### Sequential cells grouped by signal name, run 1

Drawn at 2 px/micron.
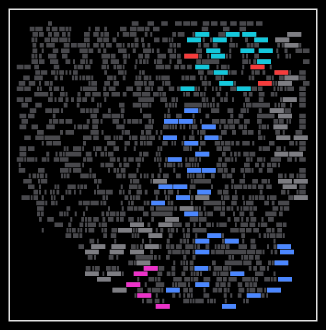
### Clock routing, run 1

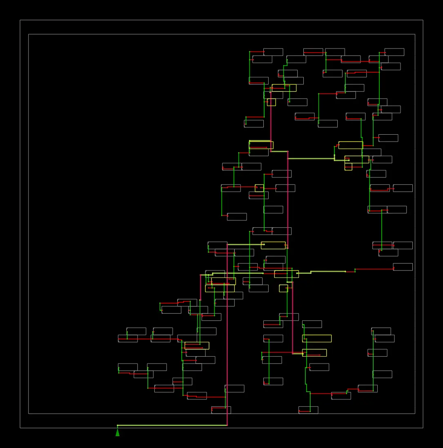
### Signal wires by layer, run 1

Drawn at 2 px/micron.
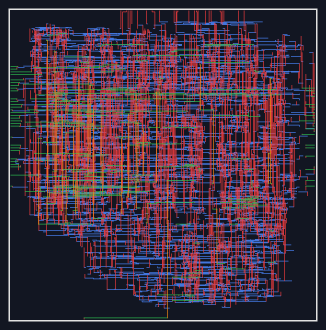
--- config.mk ---
export PLATFORM = sky130hd
export DESIGN_NAME = alu_mc
export DESIGN_NICKNAME = d
export VERILOG_FILES = /design/src/rtl/alu_mc_pkg.sv /design/src/rtl/alu_mc_mult_seq.sv /design/src/rtl/alu_mc.sv
export SDC_FILE = /design/constraint.sdc
export NUM_CORES = 1
export LEC_CHECK = 0
export CORE_AREA = 3 3 150 152
export DETAILED_ROUTE_END_ITERATION = 8
export DIE_AREA = 0 0 153 155
export GPL_TIMING_DRIVEN = 0
export SYNTH_ARGS = -nofsm -noshare
export SYNTH_HDL_FRONTEND = slang
export SYNTH_SLANG_ARGS = --single-unit
--- constraint.sdc ---
create_clock -name clk -period 16 [get_ports clk]
set_input_delay 3.2 -clock clk [delete_from_list [all_inputs] [get_ports clk]]
set_output_delay 3.2 -clock clk [all_outputs]
set_load 0.005 [all_outputs]
--- src/rtl/alu_mc_pkg.sv ---
// Shared types and constants for the multi-cycle ALU.
package alu_mc_pkg;

    typedef enum logic [3:0] {
        OP_ADD  = 4'd0,
        OP_ADC  = 4'd1,
        OP_SUB  = 4'd2,
        OP_SBC  = 4'd3,
        OP_AND  = 4'd4,
        OP_OR   = 4'd5,
        OP_XOR  = 4'd6,
        OP_INV  = 4'd7,
        OP_TWC  = 4'd8,
        OP_INC  = 4'd9,
        OP_DEC  = 4'd10,
        OP_LSR  = 4'd11,
        OP_ASR  = 4'd12,
        OP_MOV  = 4'd13,
        OP_MUL  = 4'd14,
        OP_MULS = 4'd15
    } op_t;

    localparam int FLAG_Z = 0;
    localparam int FLAG_N = 1;
    localparam int FLAG_C = 2;
    localparam int FLAG_V = 3;

    typedef enum logic [1:0] {
        ST_IDLE = 2'd0,
        ST_MUL  = 2'd1,
        ST_FIN  = 2'd2
    } state_t;

    // True for the two ops that go through the sequential multiplier.
    function automatic logic is_mul_op(input op_t op);
        return (op == OP_MUL) || (op == OP_MULS);
    endfunction

endpackage

--- src/rtl/alu_mc_mult_seq.sv ---
// Radix-2 shift-add unsigned multiplier: one partial product per step.
// The accumulator holds {upper partial sum, remaining multiplier bits}.
module mult_seq #(
    parameter int WIDTH = 16
) (
    input  logic                         clk,
    input  logic                         reset,
    input  logic                         load,
    input  logic                         step,
    input  logic [WIDTH-1:0]             mcand,
    input  logic [WIDTH-1:0]             mplier,
    output logic [2*WIDTH-1:0]           product,
    output logic [$clog2(WIDTH+1)-1:0]   count
);

    localparam int CW = $clog2(WIDTH+1);

    logic [WIDTH-1:0]   mcand_r;
    logic [2*WIDTH-1:0] acc_r;
    logic [CW-1:0]      count_r;
    logic [WIDTH:0]     partial_s;

    // Upper accumulator word plus the multiplicand gated by the current multiplier bit.
    always_comb begin
        partial_s = {1'b0, acc_r[2*WIDTH-1:WIDTH]}
                  + ({1'b0, mcand_r} & {(WIDTH+1){acc_r[0]}});
    end

    // Load the operands, or retire one multiplier bit and shift right.
    always_ff @(posedge clk) begin
        if (reset) begin
            mcand_r <= {WIDTH{1'b0}};
            acc_r   <= {(2*WIDTH){1'b0}};
            count_r <= {CW{1'b0}};
        end else if (load) begin
            mcand_r <= mcand;
            acc_r   <= {{WIDTH{1'b0}}, mplier};
            count_r <= CW'(WIDTH);
        end else if (step) begin
            acc_r   <= {partial_s, acc_r[WIDTH-1:1]};
            count_r <= count_r - CW'(1);
        end
    end

    assign product = acc_r;
    assign count   = count_r;

endmodule

--- src/rtl/alu_mc.sv ---
// Multi-cycle ALU: single-cycle arithmetic/logic ops plus a sequential
// unsigned/signed multiplier, with a start/done handshake and Z/N/C/V flags.
module alu_mc
    import alu_mc_pkg::*;
#(
    parameter int WIDTH = 16
) (
    input  logic             clk,
    input  logic             reset,
    input  logic             start,
    input  op_t              op,
    input  logic [WIDTH-1:0] a,
    input  logic [WIDTH-1:0] b,
    input  logic             cin,
    output logic             ready,
    output logic             done,
    output logic [WIDTH-1:0] result_lo,
    output logic [WIDTH-1:0] result_hi,
    output logic [3:0]       flags
);

    localparam int CW = $clog2(WIDTH+1);
    localparam int PW = 2*WIDTH;

    state_t           state_r, state_s;
    logic             accept_s, load_s, step_s, cap_single_s, cap_mul_s;
    logic [CW-1:0]    count_s;
    logic [PW-1:0]    product_s;
    logic [WIDTH-1:0] mag_a_s, mag_b_s;
    logic             neg_r, signed_r;

    logic [WIDTH-1:0] add_x_s, add_y_s;
    logic             add_c_s;
    logic [WIDTH:0]   sum_s;
    logic [WIDTH-1:0] alu_res_s;
    logic             alu_c_s, alu_v_s;
    logic [3:0]       alu_flags_s;

    logic [PW-1:0]    prod_fix_s;
    logic [WIDTH-1:0] prod_hi_s, prod_lo_s;
    logic [3:0]       mul_flags_s;

    logic [WIDTH-1:0] result_lo_r, result_hi_r;
    logic [3:0]       flags_r;
    logic             done_r;

    assign ready    = (state_r == ST_IDLE);
    assign accept_s = start && (state_r == ST_IDLE);

    // State register.
    always_ff @(posedge clk) begin
        if (reset) begin
            state_r <= ST_IDLE;
        end else begin
            state_r <= state_s;
        end
    end

    // Next-state: multiply walks IDLE -> MUL (WIDTH steps) -> FIN -> IDLE.
    always_comb begin
        state_s = state_r;
        case (state_r)
            ST_IDLE: begin
                if (accept_s && is_mul_op(op)) begin
                    state_s = ST_MUL;
                end else begin
                    state_s = ST_IDLE;
                end
            end
            ST_MUL: begin
                if (count_s == CW'(1)) begin
                    state_s = ST_FIN;
                end else begin
                    state_s = ST_MUL;
                end
            end
            ST_FIN:  state_s = ST_IDLE;
            default: state_s = ST_IDLE;
        endcase
    end

    // Control strobes decoded from the current state and the accepted op.
    always_comb begin
        load_s       = 1'b0;
        step_s       = 1'b0;
        cap_single_s = 1'b0;
        cap_mul_s    = 1'b0;
        case (state_r)
            ST_IDLE: begin
                if (accept_s) begin
                    if (is_mul_op(op)) begin
                        load_s = 1'b1;
                    end else begin
                        cap_single_s = 1'b1;
                    end
                end else begin
                    load_s       = 1'b0;
                    cap_single_s = 1'b0;
                end
            end
            ST_MUL:  step_s    = 1'b1;
            ST_FIN:  cap_mul_s = 1'b1;
            default: begin
                load_s    = 1'b0;
                step_s    = 1'b0;
                cap_mul_s = 1'b0;
            end
        endcase
    end

    // Signed multiply feeds magnitudes to the core; the sign is restored in FIN.
    always_comb begin
        mag_a_s = a;
        mag_b_s = b;
        if (op == OP_MULS) begin
            if (a[WIDTH-1]) begin
                mag_a_s = ~a + WIDTH'(1);
            end else begin
                mag_a_s = a;
            end
            if (b[WIDTH-1]) begin
                mag_b_s = ~b + WIDTH'(1);
            end else begin
                mag_b_s = b;
            end
        end else begin
            mag_a_s = a;
            mag_b_s = b;
        end
    end

    // Remember signedness and result sign of the multiply in flight.
    always_ff @(posedge clk) begin
        if (reset) begin
            neg_r    <= 1'b0;
            signed_r <= 1'b0;
        end else if (load_s) begin
            signed_r <= (op == OP_MULS);
            neg_r    <= (op == OP_MULS) && (a[WIDTH-1] ^ b[WIDTH-1]);
        end
    end

    mult_seq #(.WIDTH(WIDTH)) u_mult (
        .clk     (clk),
        .reset   (reset),
        .load    (load_s),
        .step    (step_s),
        .mcand   (mag_a_s),
        .mplier  (mag_b_s),
        .product (product_s),
        .count   (count_s)
    );

    // Adder operand selection; every add/sub style op shares one WIDTH+1 adder.
    always_comb begin
        add_x_s = a;
        add_y_s = b;
        add_c_s = 1'b0;
        case (op)
            OP_ADD: begin add_y_s = b;  add_c_s = 1'b0; end
            OP_ADC: begin add_y_s = b;  add_c_s = cin;  end
            OP_SUB: begin add_y_s = ~b; add_c_s = 1'b1; end
            OP_SBC: begin add_y_s = ~b; add_c_s = cin;  end
            OP_TWC: begin add_x_s = ~a; add_y_s = {WIDTH{1'b0}}; add_c_s = 1'b1; end
            OP_INC: begin add_y_s = {WIDTH{1'b0}}; add_c_s = 1'b1; end
            OP_DEC: begin add_y_s = {WIDTH{1'b1}}; add_c_s = 1'b0; end
            default: begin
                add_x_s = a;
                add_y_s = b;
                add_c_s = 1'b0;
            end
        endcase
        sum_s = {1'b0, add_x_s} + {1'b0, add_y_s} + {{WIDTH{1'b0}}, add_c_s};
    end

    // Single-cycle result and flags; unknown/multiply codes fall back to MOV.
    always_comb begin
        alu_res_s = a;
        alu_c_s   = 1'b0;
        alu_v_s   = 1'b0;
        case (op)
            OP_ADD, OP_ADC, OP_SUB, OP_SBC, OP_TWC, OP_INC, OP_DEC: begin
                alu_res_s = sum_s[WIDTH-1:0];
                alu_c_s   = sum_s[WIDTH];
                alu_v_s   = (add_x_s[WIDTH-1] == add_y_s[WIDTH-1])
                         && (sum_s[WIDTH-1] != add_x_s[WIDTH-1]);
            end
            OP_AND: alu_res_s = a & b;
            OP_OR:  alu_res_s = a | b;
            OP_XOR: alu_res_s = a ^ b;
            OP_INV: alu_res_s = ~a;
            OP_LSR: begin
                alu_res_s = {1'b0, a[WIDTH-1:1]};
                alu_c_s   = a[0];
            end
            OP_ASR: begin
                alu_res_s = {a[WIDTH-1], a[WIDTH-1:1]};
                alu_c_s   = a[0];
            end
            OP_MOV:  alu_res_s = a;
            default: alu_res_s = a;
        endcase
        alu_flags_s         = 4'b0000;
        alu_flags_s[FLAG_Z] = (alu_res_s == {WIDTH{1'b0}});
        alu_flags_s[FLAG_N] = alu_res_s[WIDTH-1];
        alu_flags_s[FLAG_C] = alu_c_s;
        alu_flags_s[FLAG_V] = alu_v_s;
    end

    // FIN fix-up: negate the magnitude product when operand signs differed.
    always_comb begin
        if (neg_r) begin
            prod_fix_s = ~product_s + PW'(1);
        end else begin
            prod_fix_s = product_s;
        end
        prod_hi_s = prod_fix_s[PW-1:WIDTH];
        prod_lo_s = prod_fix_s[WIDTH-1:0];
        mul_flags_s         = 4'b0000;
        mul_flags_s[FLAG_Z] = (prod_fix_s == {PW{1'b0}});
        mul_flags_s[FLAG_N] = prod_hi_s[WIDTH-1];
        mul_flags_s[FLAG_C] = 1'b0;
        if (signed_r) begin
            mul_flags_s[FLAG_V] = (prod_hi_s != {WIDTH{prod_lo_s[WIDTH-1]}});
        end else begin
            mul_flags_s[FLAG_V] = (prod_hi_s != {WIDTH{1'b0}});
        end
    end

    // Output registers: updated only on completion, done pulses for one cycle.
    always_ff @(posedge clk) begin
        if (reset) begin
            result_lo_r <= {WIDTH{1'b0}};
            result_hi_r <= {WIDTH{1'b0}};
            flags_r     <= 4'b0000;
            done_r      <= 1'b0;
        end else if (cap_single_s) begin
            result_lo_r <= alu_res_s;
            result_hi_r <= {WIDTH{1'b0}};
            flags_r     <= alu_flags_s;
            done_r      <= 1'b1;
        end else if (cap_mul_s) begin
            result_lo_r <= prod_lo_s;
            result_hi_r <= prod_hi_s;
            flags_r     <= mul_flags_s;
            done_r      <= 1'b1;
        end else begin
            done_r      <= 1'b0;
        end
    end

    assign result_lo = result_lo_r;
    assign result_hi = result_hi_r;
    assign flags     = flags_r;
    assign done      = done_r;

endmodule

==> flow_metrics.env, run 1 <==
# source this file to load flow results
export IMPL_status="finished, final reports clean"
export IMPL_rows=53
export IMPL_dp_hpwl_microns=25780
export IMPL_setup_ws_ns=6.435
export IMPL_pwr_density_cell_nw_per_um2=70.26
export IMPL_fp_dieH_microns=155
export IMPL_hold_end="u_mult.mcand_r[0]"
export IMPL_dpl_worst_slack_ns=6.166
export IMPL_synthTopCellsByArea="dfxtp_1 (22%), ha_1 (9.8%), xnor2_1 (7.2%), nor2_1 (6.1%), nand2_1 (5.0%)"
export IMPL_port_buffers=75
export IMPL_r2r_slack_ns=12.17
export IMPL_ys_types=78
export IMPL_adder_share_pct=10.53
export IMPL_grt_overflow_total=0
export IMPL_min_from="u_mult.mcand_r[0]"
export IMPL_fin_crit_sh_pct=59.78
export IMPL_cts_tree="done"
export IMPL_slowest_stage="nor3_1"
export IMPL_ys_cells=1163
export IMPL_rsz0062_at_grt="no"
export IMPL_die_w_microns=153
export IMPL_path_clk_slew_ns=0.07
export IMPL_finalWeightedCongestion=0.9991
export IMPL_crit_chain="clkdlybuf4s50_1 -> clkbuf_1 -> buf_1 -> clkbuf_1 -> nor3_1 -> clkbuf_1 -> xnor2_1 -> fa_1 -> inv_1 -> fa_1 -> nor2b_1 -> o31a_1 -> o21ai_0 -> o21bai_1 -> xnor2_1 -> o221ai_1 -> or4_1 -> or4_1 -> o21ai_0"
export IMPL_r2r_start="u_mult.product[8]"
export IMPL_diodes=0
export IMPL_drv_slew=0
export IMPL_nNetsFinal=1360
export IMPL_cts_htree_levels=3
export IMPL_core_area_sq_um=21150
export IMPL_fp_util_pct=40.88
export IMPL_cap_violations=0
export IMPL_grt_antenna_before_repair=0
export IMPL_final_layout_size_suffix_gt1_share_pct=3.272
export IMPL_crit_path_frequent_cell="clkbuf_1"
export IMPL_p_leak_nw=3.695
export IMPL_synth_flops=94
export IMPL_synthArstFlopShare_pct=0
## Picture notes: 'Sequential cells grouped by signal name'
Key: red = flags [flops 4, where north-east]; cyan = result_lo [flops 16]; magenta = u_mult.count [flops 5, where south]; blue = u_mult.product [flops 32]
register area: 1882 sq um
Seq/total area: 18.70%
final core occ: 47.57%

## Picture notes: 'Clock routing'
clkbuf count: 9
TritonCTS sink count: 94
Late-Pin Clk Latency: 0.35 ns
skew final: 0.007078 ns
sequential cells: 94

## Picture notes: 'Signal wires by layer'
Key: green = M3 [wire length 2050 microns]; red = M2 [wire length 14900 microns]; blue = M1 [wire length 13900 microns]; orange = M4 [wire length 1200 microns]
Overall Global Routing Usage: 26.37%
drt total wl: 32060 microns
total number of vias: 9232
post-detailed-route wirelength per cell: 20.98 microns

-- run 1: metrics by stage --
step	utilization, %	std cells	hold WS (ns)	power (mW)	instance area, sq um
after global placement	46.06	1513	0.4394	0.4723	9743
after global routing	47.57	1528	0.4725	0.7401	10060
final	47.57	1528	0.4599	0.7070	10060
after CTS	47.57	1528	0.4610	0.7074	10060
after floorplan	-	1163	0.4273	0.3916	8648
after detailed placement	46.06	1513	0.4510	0.4726	9743
-- run 1: worst max path at each step --
stage                from       end  slack (ns)  depth (start not counted)
finish              op[1]  flags[0]        6.44                         19
global route        op[1]  flags[0]        6.13                         19
CTS                 op[1]  flags[0]        6.53                         19
detailed placement  op[1]  flags[0]        6.17                         19
global placement    op[1]  flags[0]        6.26                         19
floorplan           op[1]  flags[0]        8.06                         18
-- run 1: state kept, by name, indices dropped and copies added, names as in the netlist --
name and count:
done 1, flags 4, neg_r 1, result_hi 16
result_lo 16, signed_r 1, state_r 2, u_mult.count 5
u_mult.mcand_r 16, u_mult.product 32
-- run 1: metal layers --
layer	track usage [%]	wire (microns)
met2	44.19	14900
met4	10.78	1199
met3	4.061	2047
met1	34.08	13920
met5	0	0
-- run 1: final cells by class --
class,count,area (sq um),area share (%)
tap,275,344.1,3.420
clock buffer,9,225.2,2.238
inverter,59,221.5,2.201
buffer,80,325.3,3.233
sequential,94,1882,18.70
timing repair buffer,75,750.7,7.461
multi-input combinational,930,6220,61.81
clock inverter,6,93.84,0.9326
-- run 1: critical path, delay by kind of cell --
kind            cells  cell delay, ns
fa+ha+maj           2            0.74
buf+inv             6            2.04
xor+xnor            2            0.38
simple gates        4            2.23
compound gates      5            1.25
-- run 1: synthesized netlist by cell type, types with 9 or more instances --
cell type	number
a21oi_1	81
o21ai_0	44
and2_1	20
ha_1	68
xor2_1	17
inv_1	57
nand3_1	20
nand2_1	116
nor4_1	11
clkbuf_1	68
a221oi_1	17
nand4_1	10
nand2b_1	15
xnor2_1	71
nor2_1	140
a211oi_1	52
dfxtp_1	94
mux2i_1	9
nor3_1	35
or3_1	13
a311oi_1	22
-- run 1: cells by family after synthesis --
family | count (synthesis)
adders and majority gates | 71
muxes | 14
xor gates and xnor gates | 88
AOI/OAI and AO/OA | 331
DFF | 94
buffers and inverters | 139
and+or+nand+nor | 426
-- run 1: power by group --
group          internal, mW  leakage [nW]  switching, mW
registers             0.243         0.763        0.00726
clock network         0.138         0.153         0.0976
logic                0.0862          2.78          0.136
==> run 1 -> run 2 <==
==> constraint.sdc (replaced) <==
create_clock -name clk -period 9.6 [get_ports clk]
set_input_delay 1.92 -clock clk [delete_from_list [all_inputs] [get_ports clk]]
set_output_delay 1.92 -clock clk [all_outputs]
set_load 0.005 [all_outputs]
### I/O nets highlighted, run 2

Drawn at 3 px/micron.
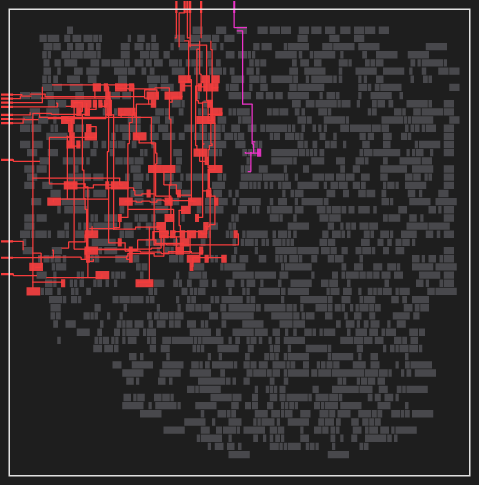
Key: magenta = ready [bits 1, direction output, edge north, end cells 1, buffers 1, wire 69.7 microns]; red = b [bits 16, direction input, edge 11 west, 5 north, end cells 98, buffers 19, wire 1830 microns]
I/O pin total: 78
Port Buffer Count: 75

### Sequential cells grouped by signal name, run 2

Drawn at 2 px/micron.
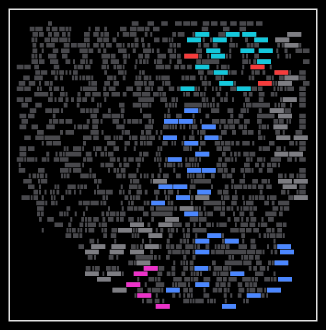
Key: cyan = result_lo [flops 16]; red = flags [flops 4, where north-east]; magenta = u_mult.count [flops 5, where south]; blue = u_mult.product [flops 32]
Another 37 sequential cells are not coloured.
Seq group: 0.417 mW

==> run 2 against run 1 <==
  * Synthesized cell count unchanged
  * Non-clock buffer count did not move
  * Clock skew stayed put
  * Die area did not move
  * Flip-flop count did not move
  * Wire length unchanged
  * Critical path depth is the same
  * Largest cell class unchanged
==> flow_metrics.env, run 2 <==
# source this file to load flow results
export IMPL_cts_tree="done"
export IMPL_gr_usage_met3_pct=4.061
export IMPL_utilization_pct=47.57
export IMPL_finalInstanceArea_sq_um=10060
export IMPL_power_total_mw=1.178
export IMPL_min_from="u_mult.mcand_r[0]"
export IMPL_grt_antenna_before_repair=0
export IMPL_largest_reg_flops=32
export IMPL_rsz0062_at_grt="no"
export IMPL_hold_end="u_mult.mcand_r[0]"
export IMPL_synth_flops=94
export IMPL_status="finished, final reports clean"
export IMPL_skew_ns=0.007078
export IMPL_fp_util_pct=40.88
export IMPL_clock_latency_ns=0.35
export IMPL_crit_path_frequent_cell="clkbuf_1"
export IMPL_p_leak_nw=3.695
export IMPL_path_clk_slew_ns=0.07
export IMPL_placed_cell_area_sq_um=9743
export IMPL_grtUsageTotal_pct=26.37
export IMPL_grt_overflow_total=0
export IMPL_nNetsFinal=1360
export IMPL_slowest_stage="nor3_1"
export IMPL_dpl_worst_slack_ns=1.046
export IMPL_drt_wl_total_microns=32060
export IMPL_ys_cells=1163
export IMPL_top_usage_layer="met2"
export IMPL_holdWs_ns=0.4599
export IMPL_place_inst=1513
export IMPL_avgRoutedWirePerCell_microns=20.98
export IMPL_die_w_microns=153
### Logic cells by family, run 2

Drawn at 2 px/micron.
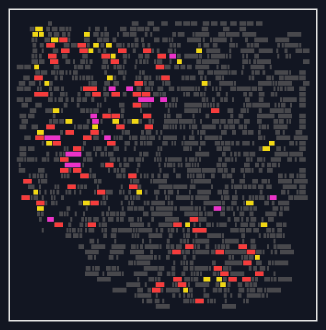
Key: magenta = mux cells [cells 14]; yellow = non-inverting ao/oa cells [cells 36, where all over the die]; red = fa/ha/maj cells [cells 71]
Layout Cells excl Fill: 1528
most used logic cell in the final layout: nor2_1
Comb/total area: 61.81%

## run 2: power by group
group / total [mW] / internal [mW] / switching [mW] / leakage (nW)
Sequential: 0.417 / 0.405 / 0.0121 / 0.763
Combinational: 0.370 / 0.144 / 0.226 / 2.78
Clock: 0.392 / 0.229 / 0.163 / 0.153
## run 2: per-layer routing
layer | up-vias | part of all wire (%)
met4 | 0 | 3.7
met3 | 72 | 6.4
met2 | 377 | 46
met1 | 4363 | 43
li1 | 4420 | -
met5 | - | 0
## run 2: kinds of logic after synthesis
| group | after synthesis | synth area share (%) |
|---|---|---|
| compound gates | 331 | 26.90 |
| xor+xnor | 88 | 8.912 |
| flops | 94 | 21.76 |
| fa+ha+maj | 71 | 10.53 |
| buf+inv | 139 | 6.322 |
| mux | 14 | 2.214 |
| simple gates | 426 | 23.37 |
## run 2: worst max-delay path: cells and delay by family
kind,cells,cell delay [ns]
AOI/OAI and AO/OA,5,1.25
xor gates and xnor gates,2,0.38
adders and majority gates,2,0.74
and+or+nand+nor,4,2.23
buffers and inverters,6,2.04
## run 2: worst max path at each step
stage / slack, ns / to / start
final: 1.32 / flags[0] / op[1]
after CTS: 1.41 / flags[0] / op[1]
after global routing: 1.01 / flags[0] / op[1]
after floorplan: 2.94 / flags[0] / op[1]
after detailed placement: 1.05 / flags[0] / op[1]
after global placement: 1.14 / flags[0] / op[1]
## run 2: cell type report
cell class              count  area [sq um]  share of cell area, %
plain buffers              80         325.3                  3.233
inverters                  59         221.5                  2.201
well taps                 275         344.1                  3.420
repair buffers             75         750.7                  7.461
multi-input cells         930          6220                  61.81
clock inverters             6         93.84                 0.9326
flip-flops and latches     94          1882                  18.70
clock buffers               9         225.2                  2.238
No activity file was given, so power comes from the tool's default toggle rates.
